### config.mk
export PLATFORM = sky130hd
export DESIGN_NAME = prog_mem_arbiter_flat
export DESIGN_NICKNAME = d
export VERILOG_FILES = /design/src/rtl/prog_mem_arbiter_if.sv /design/src/rtl/prog_mem_arbiter.sv /design/src/flat_wrapper.sv
export SDC_FILE = /design/constraint.sdc
export NUM_CORES = 1
export LEC_CHECK = 0
export CAP_MARGIN = 10
export CORE_UTILIZATION = 42
export CTS_BUF_LIST = sky130_fd_sc_hd__clkbuf_16
export DETAILED_ROUTE_END_ITERATION = 16
export GPL_TIMING_DRIVEN = 0
export PLACE_DENSITY = 0.92
export SETUP_SLACK_MARGIN = 0.2
export SYNTH_ARGS = -nofsm -noshare
export SYNTH_HDL_FRONTEND = slang
export SYNTH_SLANG_ARGS = --single-unit
### constraint.sdc
create_clock -name sys_clk -period 2.8 [get_ports sys_clk]
set_clock_uncertainty 0.2 [all_clocks]
set_input_delay 0.56 -clock sys_clk [delete_from_list [all_inputs] [get_ports sys_clk]]
set_output_delay 0.56 -clock sys_clk [all_outputs]
set_load 0.05 [all_outputs]
### src/rtl/prog_mem_arbiter_if.sv
// Read-request port between one requester (fetch or load unit) and the
// program memory arbiter.
interface prog_mem_arbiter_if #(
    parameter int unsigned ADDR_W = 4,
    parameter int unsigned DATA_W = 4
) ();
    logic              req;
    logic [ADDR_W-1:0] addr;
    logic              gnt;
    logic              rvalid;
    logic [DATA_W-1:0] rdata;

    modport master (output req, output addr, input gnt, input rvalid, input rdata);
    modport slave  (input req, input addr, output gnt, output rvalid, output rdata);
endinterface

### src/rtl/prog_mem_arbiter.sv
// Round-robin arbiter sharing one synchronous program memory between a fetch
// port (a) and a data/table port (b); responses return in issue order.
module prog_mem_arbiter #(
    parameter int unsigned ADDR_W = 4,
    parameter int unsigned DATA_W = 4,
    parameter int unsigned RD_LAT = 1
) (
    input  logic                sys_clk,
    input  logic                reset_n,
    prog_mem_arbiter_if.slave   a,
    prog_mem_arbiter_if.slave   b,
    output logic [ADDR_W-1:0]   mem_addr,
    output logic                mem_en,
    input  logic [DATA_W-1:0]   mem_dout,
    output logic                busy
);
    typedef struct packed {
        logic v;
        logic b;
    } tag_t;

    tag_t [RD_LAT:0]   tag_q;
    logic              last_b_q;
    logic              a_rvalid_q;
    logic              b_rvalid_q;
    logic [DATA_W-1:0] a_rdata_q;
    logic [DATA_W-1:0] b_rdata_q;

    logic sel_b_c;
    logic gnt_a_c;
    logic gnt_b_c;
    logic gnt_any_c;
    logic any_v_c;

    // Tie goes to the port not served last; no grant while reset is asserted.
    always_comb begin
        sel_b_c = b.req;
        if (a.req && b.req) begin
            sel_b_c = ~last_b_q;
        end
        gnt_a_c   = reset_n & a.req & ~sel_b_c;
        gnt_b_c   = reset_n & b.req & sel_b_c;
        gnt_any_c = gnt_a_c | gnt_b_c;
    end

    always_comb begin
        any_v_c = 1'b0;
        for (int i = 0; i <= int'(RD_LAT); i++) begin
            any_v_c = any_v_c | tag_q[i].v;
        end
    end

    // Tag pipe stage 0 lines up with mem_en; the tail lines up with mem_dout.
    always_ff @(posedge sys_clk or negedge reset_n) begin
        if (!reset_n) begin
            last_b_q   <= 1'b1;
            mem_addr   <= '0;
            mem_en     <= 1'b0;
            tag_q      <= '0;
            a_rvalid_q <= 1'b0;
            b_rvalid_q <= 1'b0;
            a_rdata_q  <= '0;
            b_rdata_q  <= '0;
            busy       <= 1'b0;
        end else begin
            if (gnt_any_c) begin
                last_b_q <= gnt_b_c;
                mem_addr <= gnt_b_c ? b.addr : a.addr;
            end
            mem_en     <= gnt_any_c;
            tag_q      <= {tag_q[RD_LAT-1:0], tag_t'{v: gnt_any_c, b: gnt_b_c}};
            a_rvalid_q <= tag_q[RD_LAT].v & ~tag_q[RD_LAT].b;
            b_rvalid_q <= tag_q[RD_LAT].v & tag_q[RD_LAT].b;
            if (tag_q[RD_LAT].v && !tag_q[RD_LAT].b) begin
                a_rdata_q <= mem_dout;
            end
            if (tag_q[RD_LAT].v && tag_q[RD_LAT].b) begin
                b_rdata_q <= mem_dout;
            end
            // Tail tag becomes rvalid next cycle, so busy covers the rvalid cycle.
            busy <= gnt_any_c | any_v_c;
        end
    end

    assign a.gnt    = gnt_a_c;
    assign b.gnt    = gnt_b_c;
    assign a.rvalid = a_rvalid_q;
    assign b.rvalid = b_rvalid_q;
    assign a.rdata  = a_rdata_q;
    assign b.rdata  = b_rdata_q;
endmodule
### src/flat_wrapper.sv
// flat-port wrapper written by rule: the top's interface ports become plain ports
module prog_mem_arbiter_flat 
#(
    parameter int unsigned ADDR_W = 4,
    parameter int unsigned DATA_W = 4,
    parameter int unsigned RD_LAT = 1
)
  (sys_clk, reset_n, mem_addr, mem_en, mem_dout, busy, a_req, a_addr, a_gnt, a_rvalid, a_rdata, b_req, b_addr, b_gnt, b_rvalid, b_rdata);
  prog_mem_arbiter_if #(.ADDR_W(ADDR_W), .DATA_W(DATA_W)) a_i ();
  prog_mem_arbiter_if #(.ADDR_W(ADDR_W), .DATA_W(DATA_W)) b_i ();
  input  logic sys_clk;
  input  logic reset_n;
  output logic [ADDR_W-1:0] mem_addr;
  output logic mem_en;
  input  logic [DATA_W-1:0] mem_dout;
  output logic busy;
  input wire logic [$bits(a_i.req)-1:0] a_req;
  input wire logic [$bits(a_i.addr)-1:0] a_addr;
  output wire logic [$bits(a_i.gnt)-1:0] a_gnt;
  output wire logic [$bits(a_i.rvalid)-1:0] a_rvalid;
  output wire logic [$bits(a_i.rdata)-1:0] a_rdata;
  input wire logic [$bits(b_i.req)-1:0] b_req;
  input wire logic [$bits(b_i.addr)-1:0] b_addr;
  output wire logic [$bits(b_i.gnt)-1:0] b_gnt;
  output wire logic [$bits(b_i.rvalid)-1:0] b_rvalid;
  output wire logic [$bits(b_i.rdata)-1:0] b_rdata;
  assign a_i.req = a_req;
  assign a_i.addr = a_addr;
  assign a_gnt = a_i.gnt;
  assign a_rvalid = a_i.rvalid;
  assign a_rdata = a_i.rdata;
  assign b_i.req = b_req;
  assign b_i.addr = b_addr;
  assign b_gnt = b_i.gnt;
  assign b_rvalid = b_i.rvalid;
  assign b_rdata = b_i.rdata;
  prog_mem_arbiter #(.ADDR_W(ADDR_W), .DATA_W(DATA_W), .RD_LAT(RD_LAT)) u_core (.sys_clk(sys_clk), .reset_n(reset_n), .a(a_i), .b(b_i), .mem_addr(mem_addr), .mem_en(mem_en), .mem_dout(mem_dout), .busy(busy));
endmodule
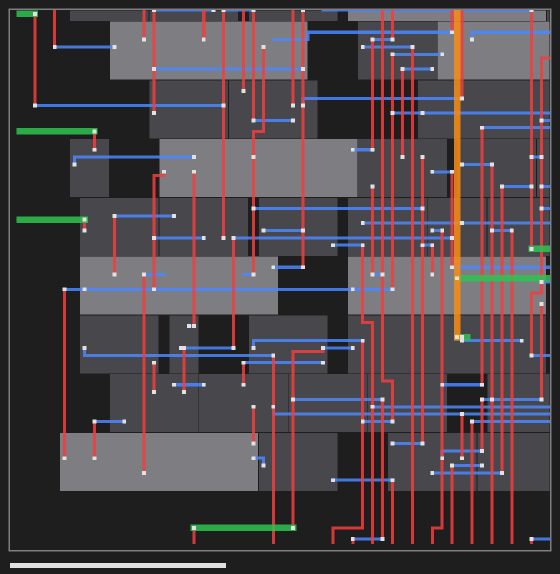
run_1/closeup.png
The bar under the picture is 10 um long. Window x 0 to 25, y 0 to 25 um. Cells in grey, sequential cells in the stronger grey; small squares are vias.
M1: shown in blue. M3: shown in green. M4: shown in orange. M2: shown in red.
31 logic cells have their middle in the window. Most frequent: clkdlybuf4s50_1 (12), dfrtp_1 (6), mux2_2 (4). Netlist names of flops here include u_core.mem_addr (3), u_core.tag_q (2). Sequential cells in the window: 6.

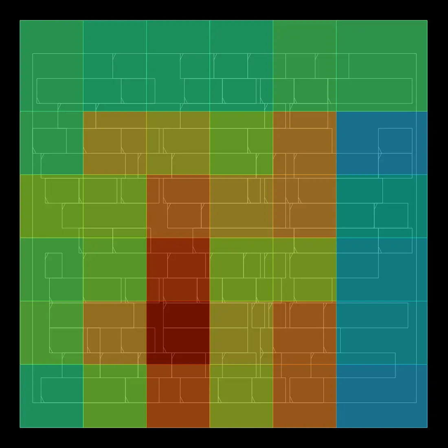
run_1/congestion_map.png
gr usage total: 0.203
GRT busiest layer: met2
Core Util, Final: 0.771
average wire per standard cell: 14.6 um
met3 Usage GRT: 0.0367

==> results_slide.txt, run 1 <==
Run Summary

Drt
  – DR vias/cell: 4.81
  – Drt first pass iters: 4
  – DRT antenna net count: 0
  – Highest Signal Layer: met4
  – DRC viols: 0
  – Metal2 WL: 916 um
  – DR WL met3: 35 um

Yosys
  – Area share, top type: 0.629
  – Netlist cell types: 14
  – Sequential share of the synthesized area: 0.664

Power and ir drop
  – Total Power: 1.08 mW

Cells and area
  – Multi-In Gates: 26
  – ANT cells: 0
  – Fillcell total: 102
  – Number of non-clock buffers: 35
  – Layout cell share with drive strength beyond 1: 0.236
  – FF+latch area: 502 sq um
  – NonClk Buf Share: 0.275

Status
  – Status: complete, no violations

CTS
  – Post-CTS Setup Inserts: 0
  – CTS tree: done
  – H-tree Lvls: 1
  – Max Root-Sink Buffers: 2

STA
  – Period Utilization, post-route: 0.889
  – Final Setup Violations: 0
  – Final min period: 2.49 ns
  – RSZ-0062 raised after global routing: no
  – Final Hold Fails: 0

Place
  – Placed inst area: 1120 sq um

Worst setup path
  – Reg-to-Reg End: u_core.mem_addr[0]$_DFFE_PN0P_
  – CP Capture Type: primary output
  – R2R Setup Slk: 1.28 ns
  – FF-to-FF path depth: 3

Flow run
  – OpenROAD warning count: 27

Global route
  – First-pass GRT wire length: 2770 um

Die
  – Core Box Area: 1590 sq um
  – Cell row count: 14
  – Initial core utilization: 0.474
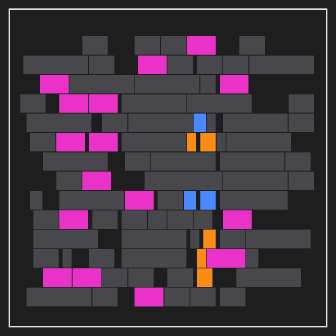
run_1/gates.png
nand cells: shown in orange, cells 5. aoi and oai cells: shown in blue, cells 3. mux cells: shown in magenta, cells 16.

[run 1: sequential cells by signal (all words and copies together), names as in the netlist]
| signal | count |
|---|---|
| u_core.a.rvalid | 1 |
| u_core.b.rdata | 4 |
| u_core.mem_addr | 4 |
| u_core.last_b_q | 1 |
| u_core.mem_en | 1 |
| u_core.a.rdata | 4 |
| u_core.busy | 1 |
| u_core.tag_q | 3 |
| u_core.b.rvalid | 1 |
[run 1: what timing repair did]
item                                   4_1_cts  5_1_grt
setup endpoints to repair                    6        2
pin swaps                                    0        0
hold buffers                                 2        0
gates cloned                                 0        0
endpoints found under the hold margin       16        0
resized                                     12        4
[run 1: cell families (layout without fill, tap and decap cells)]
family                 Yosys count  after routing  synth area share
AND-OR/OR-AND                    4              4            0.0315
buffers and inverters            4             43            0.0199
flip-flops                      20             20             0.664
multiplexers                    16             16             0.243
AND/OR/NAND/NOR                  6              6            0.0414
[run 1: stage by stage]
step | cells | setup slack [ns]
finish | 113 | 0.311
global route | 113 | 0.208
CTS | 113 | 0.184
detailed placement | 107 | -1.14
global placement | 107 | -1.11
floorplan | 50 | 0.631
[run 1: power by group]
part           leakage, nW  total, mW  switching, mW  internal (mW)
Sequential           0.238      0.364         0.0260          0.338
Clock               0.0511      0.386          0.103          0.283
Combinational        0.262      0.334          0.205          0.129
Total                0.551       1.08          0.334          0.750
[run 1: per-layer routing]
layer / vias to the layer above / GRT usage
li1: 253 / -
met1: 271 / 0.242
met2: 16 / 0.365
met3: 3 / 0.0367
met4: 0 / 0.0727
met5: - / 0
[run 1: critical path, stage by stage]
cell and delay, ns:
clkdlybuf4s50_1 0.47, nand2_1 0.09, nand3_1 0.21, inv_1 0.13, buf_2 0.27
==> run 1 -> run 2 <==
--- a/config.mk
+++ b/config.mk
@@ -5,7 +5,7 @@
 export SDC_FILE = /design/constraint.sdc
 export NUM_CORES = 1
 export LEC_CHECK = 0
-export CAP_MARGIN = 10
+export CAP_MARGIN = 20
 export CORE_UTILIZATION = 42
 export CTS_BUF_LIST = sky130_fd_sc_hd__clkbuf_16
 export DETAILED_ROUTE_END_ITERATION = 16
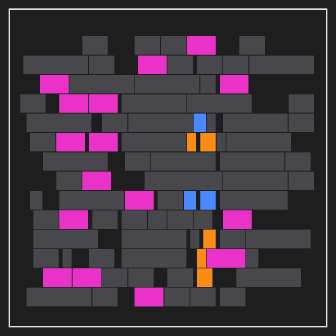
run_2/gates.png
mux cells: shown in magenta, cells 16. nand cells: shown in orange, cells 5. aoi and oai cells: shown in blue, cells 3.

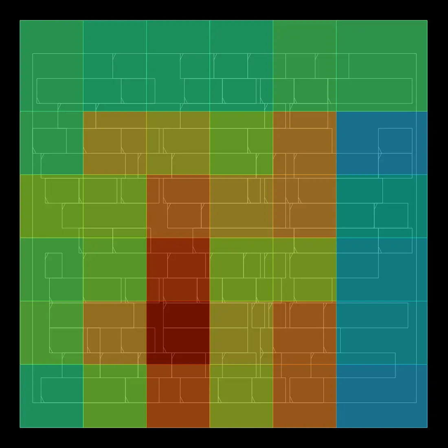
run_2/congestion_map.png
grt met1 use: 0.242
GR met2 Demand/Resource: 0.365

==> results_slide.txt, run 2 <==
Run Summary

Cells and area
  – Final std cells w/o fill: 113 (unchanged)
  – Layout cell share with drive strength beyond 1: 0.236 (unchanged)

STA
  – RSZ-0062 raised after global routing: no (unchanged)
  – Final Setup Violations: 0 (unchanged)
  – Setup WS post-layout: 0.311 ns (unchanged)
  – Final Hold Fails: 0 (unchanged)
  – Period Utilization, post-route: 0.889 (unchanged)

Drt
  – DR vias/cell: 4.81 (unchanged)
  – DRT antenna net count: 0 (unchanged)
  – Average wire per standard cell: 14.6 um (unchanged)
  – DRC viols: 0 (unchanged)

Power and ir drop
  – Internal Power: 0.750 mW (unchanged)
  – Clk pwr share: 0.357 (about the same)
  – Sw Share: 0.308 (unchanged)
  – Register share of total power: 0.335 (about the same)
  – Switching Power: 0.334 mW (unchanged)

Worst setup path
  – CP Capture Type: primary output (unchanged)
  – FF-to-FF path depth: 3 (unchanged)
  – Reg-to-Reg End: u_core.mem_addr[0]$_DFFE_PN0P_ (unchanged)
  – R2R Setup Slk: 1.28 ns (about the same)

Die
  – Initial core utilization: 0.474 (unchanged)
  – Core Box Area: 1590 sq um (unchanged)
  – Cell row count: 14 (unchanged)

Place
  – Setup WS pre-CTS: -1.14 ns (unchanged)
  – Placed insts: 107 (unchanged)
  – Placed inst area: 1120 sq um (unchanged)

CTS
  – Max Root-Sink Buffers: 2 (unchanged)

Global route
  – Gr usage total: 0.203 (unchanged)
  – First-pass GRT wire length: 2770 um (unchanged)

Yosys
  – Area share, top type: 0.629 (unchanged)

Status
  – Status: complete, no violations (unchanged)

Flow run
  – OpenROAD warning count: 27 (unchanged)
## run 2: area by class of cell
cell class,instances,area (sq um)
clock buffer,3,75.1
clock inverter,1,30.0
fill,102,365
inverter,4,15.0
multi-input combinational,26,239
sequential,20,502
tap,24,30.0
timing repair buffer,35,338
## run 2: logic make-up after synthesis
logic type,count (synthesis),share of synthesized area
AOI/OAI and AO/OA,4,0.0315
buffers and inverters,4,0.0199
DFF,20,0.664
muxes,16,0.243
and+or+nand+nor,6,0.0414
## run 2: power by group through the flow
stage                     Sequential [mW]  Combinational, mW  Clock, mW
final                               0.364              0.334      0.386
after CTS                           0.363              0.338      0.395
after floorplan                     0.508             0.0635          0
after detailed placement            0.366              0.332          0
after global placement              0.363              0.328          0
after global routing                0.368              0.347      0.401
## run 2: worst max-delay path by stage
stage | startpoint | to | slack (ns) | cells after the start
5_1_grt | a_req | b_gnt | 0.21 | 5
6_report | a_req | b_gnt | 0.31 | 5
4_1_cts | a_req | b_gnt | 0.18 | 5
3_3_place_gp | reset_n | b_gnt | -1.11 | 4
2_1_floorplan | reset_n | a_gnt | 0.63 | 2
3_5_place_dp | reset_n | b_gnt | -1.14 | 4
## run 2: timing repair
action	4_1_cts	5_1_grt
endpoints found under the hold margin	16	0
setup endpoints to repair	6	2
hold buffers	2	0
gates resized	12	4
## run 2: worst max-delay path: stages
cell,delay (ns)
clkdlybuf4s50_1,0.47
nand2_1,0.09
nand3_1,0.21
inv_1,0.13
buf_2,0.27
## run 2: metal layers
metal / up-vias / GRT usage / part of all wire
li1: 253 / - / -
met1: 271 / 0.242 / 0.41
met2: 16 / 0.365 / 0.55
met3: 3 / 0.0367 / 0.021
met4: 0 / 0.0727 / 0.011
met5: - / 0 / 0
Power is estimated from default activity; no workload was simulated.
